Run 1, a small window of the routed layout:
The bar under the picture is 5 um long. Window x 16 to 36, y 27 to 47 um. Cells in gray, sequential cells in the stronger gray; small squares are vias.
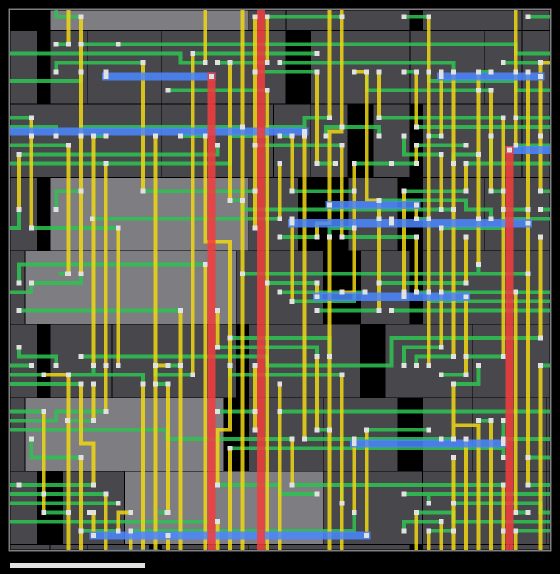
Run 1, routing congestion:
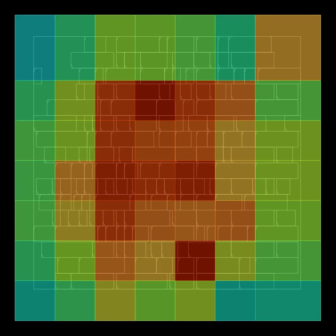
Run 1, register map, names as in the netlist:
The bar under the picture is 20 um long. Other cells in gray.
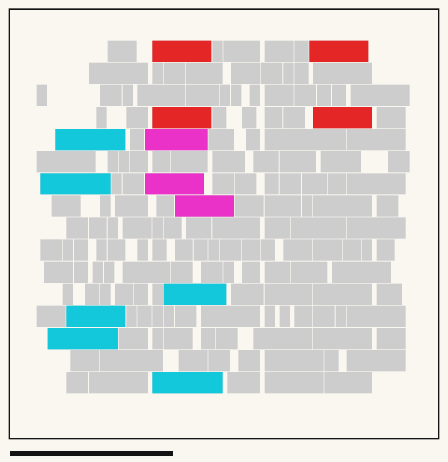
## config.mk

```make
export PLATFORM = sky130hd
export DESIGN_NAME = multicycle_control
export DESIGN_NICKNAME = d
export VERILOG_FILES = /design/src/rtl/multicycle_control.sv
export SDC_FILE = /design/constraint.sdc
export NUM_CORES = 1
export LEC_CHECK = 0
export ABC_CLOCK_PERIOD_IN_PS = 2050
export CORE_MARGIN = 3
export CORE_UTILIZATION = 46
export DETAILED_ROUTE_END_ITERATION = 7
export PLACE_DENSITY = 0.83
export REMOVE_ABC_BUFFERS = 1
export SYNTH_ARGS = -nofsm -noshare
export SYNTH_HDL_FRONTEND = slang
export SYNTH_SLANG_ARGS = --single-unit
export TNS_END_PERCENT = 20
```

## constraint.sdc

```tcl
create_clock -name clk -period 2.05 [get_ports clk]
set_input_delay 0.41 -clock clk [delete_from_list [all_inputs] [get_ports clk]]
set_output_delay 0.41 -clock clk [all_outputs]
set_load 0.1 [all_outputs]
```

## src/rtl/multicycle_control.sv

```systemverilog
// ============================================================================
// Module      : multicycle_control
// Description : Multicycle CPU control FSM with memory-wait timeout and trap.
// Revision    : 1.0 - initial release
// ============================================================================
`default_nettype none

module multicycle_control #(
    parameter int OP_W        = 6,
    parameter int ALU_W       = 4,
    parameter int MEM_TIMEOUT = 15
) (
    input  logic             clk,
    input  logic             rst,
    input  logic             instr_valid,
    input  logic [OP_W-1:0]  op,
    input  logic             zero,
    input  logic             mem_ready,
    output logic             ir_write,
    output logic             pc_write,
    output logic             reg_dest,
    output logic             alu_src,
    output logic             mem_read,
    output logic             mem_write,
    output logic             mem_byte,
    output logic             mem_to_reg,
    output logic             reg_write,
    output logic             branch_taken,
    output logic             jump,
    output logic             tlb_write,
    output logic             iret,
    output logic             illegal_op,
    output logic             busy,
    output logic [ALU_W-1:0] alu_ctrl
);

    localparam int CNT_W = (MEM_TIMEOUT < 2) ? 1 : $clog2(MEM_TIMEOUT + 1);

    localparam logic [OP_W-1:0] OP_OR   = OP_W'(4);
    localparam logic [OP_W-1:0] OP_ADDI = OP_W'(5);
    localparam logic [OP_W-1:0] OP_LDB  = OP_W'(10);
    localparam logic [OP_W-1:0] OP_LDW  = OP_W'(11);
    localparam logic [OP_W-1:0] OP_STB  = OP_W'(12);
    localparam logic [OP_W-1:0] OP_STW  = OP_W'(13);
    localparam logic [OP_W-1:0] OP_MOV  = OP_W'(14);
    localparam logic [OP_W-1:0] OP_BEQ  = OP_W'(20);
    localparam logic [OP_W-1:0] OP_JUMP = OP_W'(21);
    localparam logic [OP_W-1:0] OP_TLBW = OP_W'(30);
    localparam logic [OP_W-1:0] OP_IRET = OP_W'(31);

    typedef enum logic [2:0] {
        FETCH  = 3'd0,
        DECODE = 3'd1,
        EXEC   = 3'd2,
        MEM    = 3'd3,
        WB     = 3'd4,
        TRAP   = 3'd5
    } state_t;

    state_t           state_q;
    logic [OP_W-1:0]  op_q;
    logic [CNT_W-1:0] wait_cnt_q;
    logic [CNT_W-1:0] wait_nxt;

    logic is_alu_rr, is_addi, is_load, is_store, is_byte;
    logic is_beq, is_jump, is_tlbw, is_iret, is_legal;

    assign is_alu_rr = (op_q <= OP_OR);
    assign is_addi   = (op_q == OP_ADDI);
    assign is_load   = (op_q == OP_LDB) || (op_q == OP_LDW);
    assign is_store  = (op_q == OP_STB) || (op_q == OP_STW) || (op_q == OP_MOV);
    assign is_byte   = (op_q == OP_LDB) || (op_q == OP_STB);
    assign is_beq    = (op_q == OP_BEQ);
    assign is_jump   = (op_q == OP_JUMP);
    assign is_tlbw   = (op_q == OP_TLBW);
    assign is_iret   = (op_q == OP_IRET);
    assign is_legal  = is_alu_rr || is_addi || is_load || is_store ||
                       is_beq || is_jump || is_tlbw || is_iret;

    assign wait_nxt = wait_cnt_q + CNT_W'(1);

    always_ff @(posedge clk) begin
        if (rst) begin
            state_q    <= FETCH;
            op_q       <= '0;
            wait_cnt_q <= '0;
        end else begin
            case (state_q)
                FETCH: begin
                    if (instr_valid) begin
                        op_q    <= op;
                        state_q <= DECODE;
                    end
                end
                DECODE: state_q <= is_legal ? EXEC : TRAP;
                EXEC: begin
                    wait_cnt_q <= '0;
                    if (is_alu_rr || is_addi)      state_q <= WB;
                    else if (is_load || is_store)  state_q <= MEM;
                    else                           state_q <= FETCH;
                end
                MEM: begin
                    // A ready on the final allowed wait cycle still completes the access.
                    if (mem_ready) begin
                        state_q <= is_load ? WB : FETCH;
                    end else begin
                        wait_cnt_q <= wait_nxt;
                        if (wait_nxt == CNT_W'(MEM_TIMEOUT)) state_q <= TRAP;
                    end
                end
                WB:      state_q <= FETCH;
                TRAP:    state_q <= TRAP;
                default: state_q <= FETCH;
            endcase
        end
    end

    always_comb begin
        ir_write     = 1'b0;
        pc_write     = 1'b0;
        reg_dest     = 1'b0;
        alu_src      = 1'b0;
        mem_read     = 1'b0;
        mem_write    = 1'b0;
        mem_byte     = 1'b0;
        mem_to_reg   = 1'b0;
        reg_write    = 1'b0;
        branch_taken = 1'b0;
        jump         = 1'b0;
        tlb_write    = 1'b0;
        iret         = 1'b0;
        illegal_op   = 1'b0;
        alu_ctrl     = '0;
        busy         = (state_q != FETCH);
        case (state_q)
            FETCH: begin
                ir_write = instr_valid;
                pc_write = instr_valid;
            end
            EXEC: begin
                if (is_alu_rr) begin
                    reg_dest = 1'b1;
                    alu_ctrl = ALU_W'(op_q);
                end
                if (is_addi || is_load || is_store) alu_src = 1'b1;
                if (is_beq) begin
                    alu_ctrl     = ALU_W'(1);
                    branch_taken = zero;
                    pc_write     = zero;
                end
                if (is_jump) begin
                    jump     = 1'b1;
                    pc_write = 1'b1;
                end
                if (is_tlbw) tlb_write = 1'b1;
                if (is_iret) begin
                    iret     = 1'b1;
                    pc_write = 1'b1;
                end
            end
            MEM: begin
                mem_read  = is_load;
                mem_write = is_store;
                mem_byte  = is_byte;
            end
            WB: begin
                reg_write  = 1'b1;
                mem_to_reg = is_load;
                reg_dest   = is_alu_rr;
            end
            TRAP:    illegal_op = 1'b1;
            default: ;
        endcase
    end

endmodule

`default_nettype wire
```

==> run summary, run 1 <==
This note records the results obtained with Yosys and OpenROAD.

Route
For this block, the initial DRC count from the detailed router was 55. Per the detail_route log, met2 wirelength is between 1500 and 2000 um. The remaining antenna violation count is 0. The via count normalized by instance count is around 6.3. The met1 wire length is about 1500 um.

STA
The number of hold-slack violations in the final timing report is 0. The final setup violation count is 10. The final worst setup slack is -0.153 ns. The clock skew is 0.000601 ns.

Power
The static leakage power is 0.610 nW. The largest voltage drop on the vdd net is roughly 0.76 mV. Summing internal, switching and leakage power gives around 1.3 mW.

GRT
The number of antenna violations at the first check in global routing came to 0. Global routing consumed, on the met3 layer, 3.70% of the routing resources.

Die
The number of top-level pins is 30. After floorplanning, the core was divided into 16 placement rows.

Critical path
The critical-path maximum fanout is 5. The family of cells with the greatest summed delay on the critical path is simple AND/OR/NAND/NOR gates. The cell with the largest stage delay on the worst path is sky130_fd_sc_hd__dfxtp_4. In the setup report, the worst path falls into the class reg2out. The worst setup path is launched from a register.

According to the timing report, the data required time at the worst endpoint equals 1.64 ns.

CTS
In this run, post-CTS repair resized a total of 17 instances. TritonCTS built the clock tree. The maximum level of the CTS H-tree is 1. The clock net sink count is 13. Looking at the worst setup and hold paths, the clock pins of their registers show a slew of roughly 0.08 ns. The maximum buffer depth of the clock tree is 2. The number of buffers added to fix hold violations after cts is 0. The number of buffers added by the clock tree synthesis step is 3.

Status
The run finished, with violations left. The final reports fail on negative setup slack.

Synthesis
The post-synthesis sequential area ratio is ~26%. The post-synth area from yosys stat is roughly 1000 um2. The cell count listed in synth_stat.txt is 132. The average instance area after synthesis is roughly 7.6 um2. The post-synth count of flops with an enable pin is 0. Of the total synthesized cell area, the portion taken by AND-OR and OR-AND cells is between 20% and 30%.

Looking at the cell usage after synthesis, the top flip-flop cell is sky130_fd_sc_hd__dfxtp_1. After synthesis, the netlist uses about 49 different library cells.

Layout
The final-layout fill cell count is 102. The antenna diode count is 0. Leaving out filler cells and counting taps, the final layout contains 193. The count of nets after finishing is about 180. The design area is roughly 1700 um2.

Placement
The final weighted congestion recorded by global placement is around 0.9. The setup slack at placement is around 0.13 ns. The count of buffers added on input and output ports is 28.

Run
The max-capacitance violation count is 0.
-- 'a small window of the routed layout' (at the start) --
[metal 4] red
[metal 3] blue
[metal 2] yellow
[metal 1] green
cells with their middle in the window: 35
sequential cells in the window: 4
netlist names of flops here include: state_q (3), wait_cnt_q (1)
most frequent: nor2_1 (3), o21ai_0 (3), dfxtp_1 (3)

-- 'routing congestion' (at the start) --
final core utilization: 84.3%
all-layer global routing usage: 25.3%
met1 Track Usage GR: 27.9%
met2 global-route usage: 45.2%

-- 'register map, names as in the netlist' (at the start) --
[op_q] cyan | placed flops: 6
[state_q] magenta | placed flops: 3
[wait_cnt_q] red | placed flops: 4
Flop area: 278 um2
sequential fraction of total cell area: 16.5%
sequential logic power: 0.344 mW

[run 1: area by class of cell]
| cell class | count | area [um2] | area share [%] |
|---|---|---|---|
| Inverter | 6 | 25.0 | 1.48 |
| Multi-Input combinational cell | 104 | 777 | 46.1 |
| Sequential cell | 13 | 278 | 16.5 |
| Clock buffer | 4 | 26.3 | 1.56 |
| Timing Repair Buffer | 39 | 547 | 32.4 |
| Tap cell | 27 | 33.8 | 2.00 |
[run 1: final timing paths]
kind | cells past startpoint | slack [ns] | endpoint | startpoint
worst max-delay path | 5 | -0.15 | alu_ctrl[0] | op_q[5]$_SDFFE_PP0P_
worst min-delay path | 2 | 0.52 | op_q[5]$_SDFFE_PP0P_ | op_q[5]$_SDFFE_PP0P_
worst max register to register | 5 | 0.34 | state_q[0]$_SDFFE_PP0P_ | op_q[1]$_SDFFE_PP0P_
worst min register to register | 2 | 0.52 | op_q[5]$_SDFFE_PP0P_ | op_q[5]$_SDFFE_PP0P_
[run 1: cells in the mapped netlist, types with 3 or more instances]
cell                        n  area [um2]
sky130_fd_sc_hd__nand3b_1   3        22.5
sky130_fd_sc_hd__dfxtp_1   13         260
sky130_fd_sc_hd__nand2_1   17        63.8
sky130_fd_sc_hd__inv_1      5        18.8
sky130_fd_sc_hd__nor3_1     4        20.0
sky130_fd_sc_hd__and3_1     4        25.0
sky130_fd_sc_hd__nor2_1    16        60.1
sky130_fd_sc_hd__a21oi_1   12        60.1
sky130_fd_sc_hd__o21ai_0    4        20.0
sky130_fd_sc_hd__clkbuf_1   4        15.0
[run 1: where the power goes]
part	internal [mW]	total, mW	switching (mW)
combinational	0.278	0.771	0.493
clock	0.0761	0.173	0.0970
sequential	0.287	0.344	0.0573
==> run 2: changes to the inputs <==
--- a/config.mk
+++ b/config.mk
@@ -6,10 +6,12 @@
 export NUM_CORES = 1
 export LEC_CHECK = 0
 export ABC_CLOCK_PERIOD_IN_PS = 2050
+export CELL_PAD_IN_SITES_DETAIL_PLACEMENT = 0
+export CELL_PAD_IN_SITES_GLOBAL_PLACEMENT = 1
 export CORE_MARGIN = 3
-export CORE_UTILIZATION = 46
+export CORE_UTILIZATION = 33
 export DETAILED_ROUTE_END_ITERATION = 7
-export PLACE_DENSITY = 0.83
+export PLACE_DENSITY = 0.84
 export REMOVE_ABC_BUFFERS = 1
 export SYNTH_ARGS = -nofsm -noshare
 export SYNTH_HDL_FRONTEND = slang
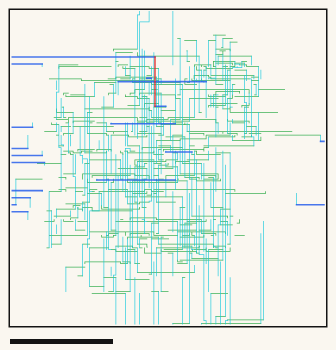
Run 2: routed metal, one color a layer
The bar under the picture is 20 um long.
[metal 4] red | wire length: 9.50 um
[metal 3] blue | wire length: 124 um
[metal 1] green | wire length: 1170 um
[metal 2] cyan | wire length: 1490 um
routed via count: 1075
average wire length per cell after detail routing: 14.4 um

==> run 2 against run 1 <==
The flow still finishes with violations (negative setup slack). Die size is 35% higher. Combinational power is 6.2% lower. Clock-buffer cell count is 1 lower. Cell count is 0.52% higher. Final area is 2.4% lower. Critical path type unchanged.
==> run summary, run 2 <==
This note records the results obtained with Yosys and OpenROAD.

Run
The tool flagged a number of max-cap violations equal to 0.

Hold path
The report gives the cell count of the worst hold path as 2.

Route
The first routing iteration left 20 violations. The remaining antenna violation count is 0. The routed design uses roughly 1500 um of met2 wire.

The met1 wire length is about 1200 um.

Layout
Summing all non-filler instances in the final layout gives an area of about 1600 um2. The combined area of the multi-input logic cells is about 760 um2. The count of nets after finishing is 177. The repair_antennas step left the layout with diodes totalling 0. The filler-free cell count of the finished design is between 150 and 200.

The final-layout fill cell count is between 200 and 250.

Synthesis
The library cell with the highest instance count after synthesis is sky130_fd_sc_hd__nand2_1. The post-synthesis cell type count is approximately 50. The average instance in the mapped netlist occupies around 7.6 um2. The post-synthesis sequential area ratio is 26.0%. The area fraction of the largest cell type after synthesis is 26.0%.

In the synthesis report, Yosys lists the chip area as 1000 um2. By count the netlist is led by 17 x sky130_fd_sc_hd__nand2_1, 16 x sky130_fd_sc_hd__nor2_1, 13 x sky130_fd_sc_hd__dfxtp_1. The largest total area in the synthesized netlist belongs to sky130_fd_sc_hd__dfxtp_1. The cell count listed in synth_stat.txt is around 130. The number of flops mapped to enable cells by yosys is 0.

Critical path
The number of cells on the worst reg-to-reg path is 5. Per the STA report, the cell with the highest stage delay on the worst path is sky130_fd_sc_hd__or3b_4. The required time at the worst endpoint is listed as between 1.5 and 2 ns. By startpoint and endpoint, the worst setup path is classified as reg2out.

Status
The run finished, with violations left. The checks that failed: negative setup slack.

Power
Of the total power, combinational logic draws about three fifths. The highest supply drop recorded on VDD is between 0.6 and 0.7 mV. The fraction of power consumed by sequential logic is between 20% and 30%. The leakage power in the latest report is 0.587 nW. The switching power as a share of total power is roughly half.

The total power of the final layout is approximately 1.2 mW. The clock share of power is 13.2%. Internal power comes to a little over 0.6 mW.

Placement
The total of buffers placed on input and output ports is 28. The setup slack at placement is 0.123 ns. The final weighted congestion recorded by global placement is approximately 0.8.

CTS
The maximum level of the CTS H-tree is 1. TritonCTS built the clock tree. The clock slew at the register clock pins of the worst setup and hold paths is around 0.090 ns. The number of buffers added by the clock tree synthesis step is 3.

STA
Between clock sinks in the finished design, the worst skew comes to 0.00149 ns. The final setup violation count is 4. Across all setup checks in the final design, the least slack found is -0.0239 ns.

GRT
The number of antenna violations at the first check in global routing was 0. Across every metal layer, demand over resource in global routing totals around 15%.

Die
The number of top-level pins is 30. The total number of placement rows is 19.
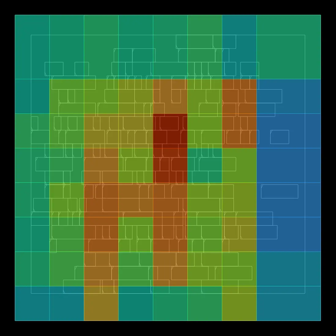
Run 2: routing congestion
met1 Track Usage GR: 18.4%
busiest layer in global routing: met2
met2 global-route usage: 27.0%
met3 GRT Util: 3.77%
final core utilization: 58.2%

-- run 2: kinds of logic after synthesis --
kind of cell / after synthesis / share of synthesized area, %
buf+inv: 15 / 7.74
simple gates: 66 / 38.7
mux: 1 / 0.999
compound gates: 31 / 20.8
other cells: 1 / 0.374
flops: 13 / 26.0
xor+xnor: 2 / 1.75
fa+ha+maj: 3 / 3.62
-- run 2: final timing paths --
kind,start,endpoint,slack [ns]
hold / removal,op_q[5]$_SDFFE_PP0P_,op_q[5]$_SDFFE_PP0P_,0.52
setup reg to reg,op_q[1]$_SDFFE_PP0P_,state_q[2]$_SDFFE_PP0P_,0.33
hold reg to reg,op_q[5]$_SDFFE_PP0P_,op_q[5]$_SDFFE_PP0P_,0.52
setup / recovery,state_q[2]$_SDFFE_PP0P_,alu_src,-0.02
-- run 2: critical path, delay by kind of cell, from the launching register on --
kind,cells,cell delay (ns)
buffers and inverters,1,0.18
AND/OR/NAND/NOR,3,0.87
flip-flops,1,0.34
-- run 2: power by group through the flow --
| stage | Sequential [mW] | Clock, mW | Combinational, mW |
|---|---|---|---|
| 2_1_floorplan | 0.349 | 0 | 0.414 |
| 3_3_place_gp | 0.326 | 0 | 0.679 |
| 3_5_place_dp | 0.328 | 0 | 0.689 |
| 4_1_cts | 0.327 | 0.165 | 0.707 |
| 5_1_grt | 0.343 | 0.173 | 0.757 |
| 6_report | 0.339 | 0.162 | 0.723 |
-- run 2: what timing repair did --
item                       4_1_cts  5_1_grt
pin swaps                        1        4
hold buffers                     0        0
resized                         13       17
setup endpoints to repair       10       15
-- run 2: layout make-up --
type | count | share of cell area [%]
multi-input cells | 104 | 46.3
repair buffers | 36 | 31.6
flip-flops and latches | 13 | 16.7
well taps | 31 | 2.36
clock buffers | 3 | 1.37
inverters | 6 | 1.37
clock inverters | 1 | 0.304
Power is estimated from default activity; no workload was simulated.
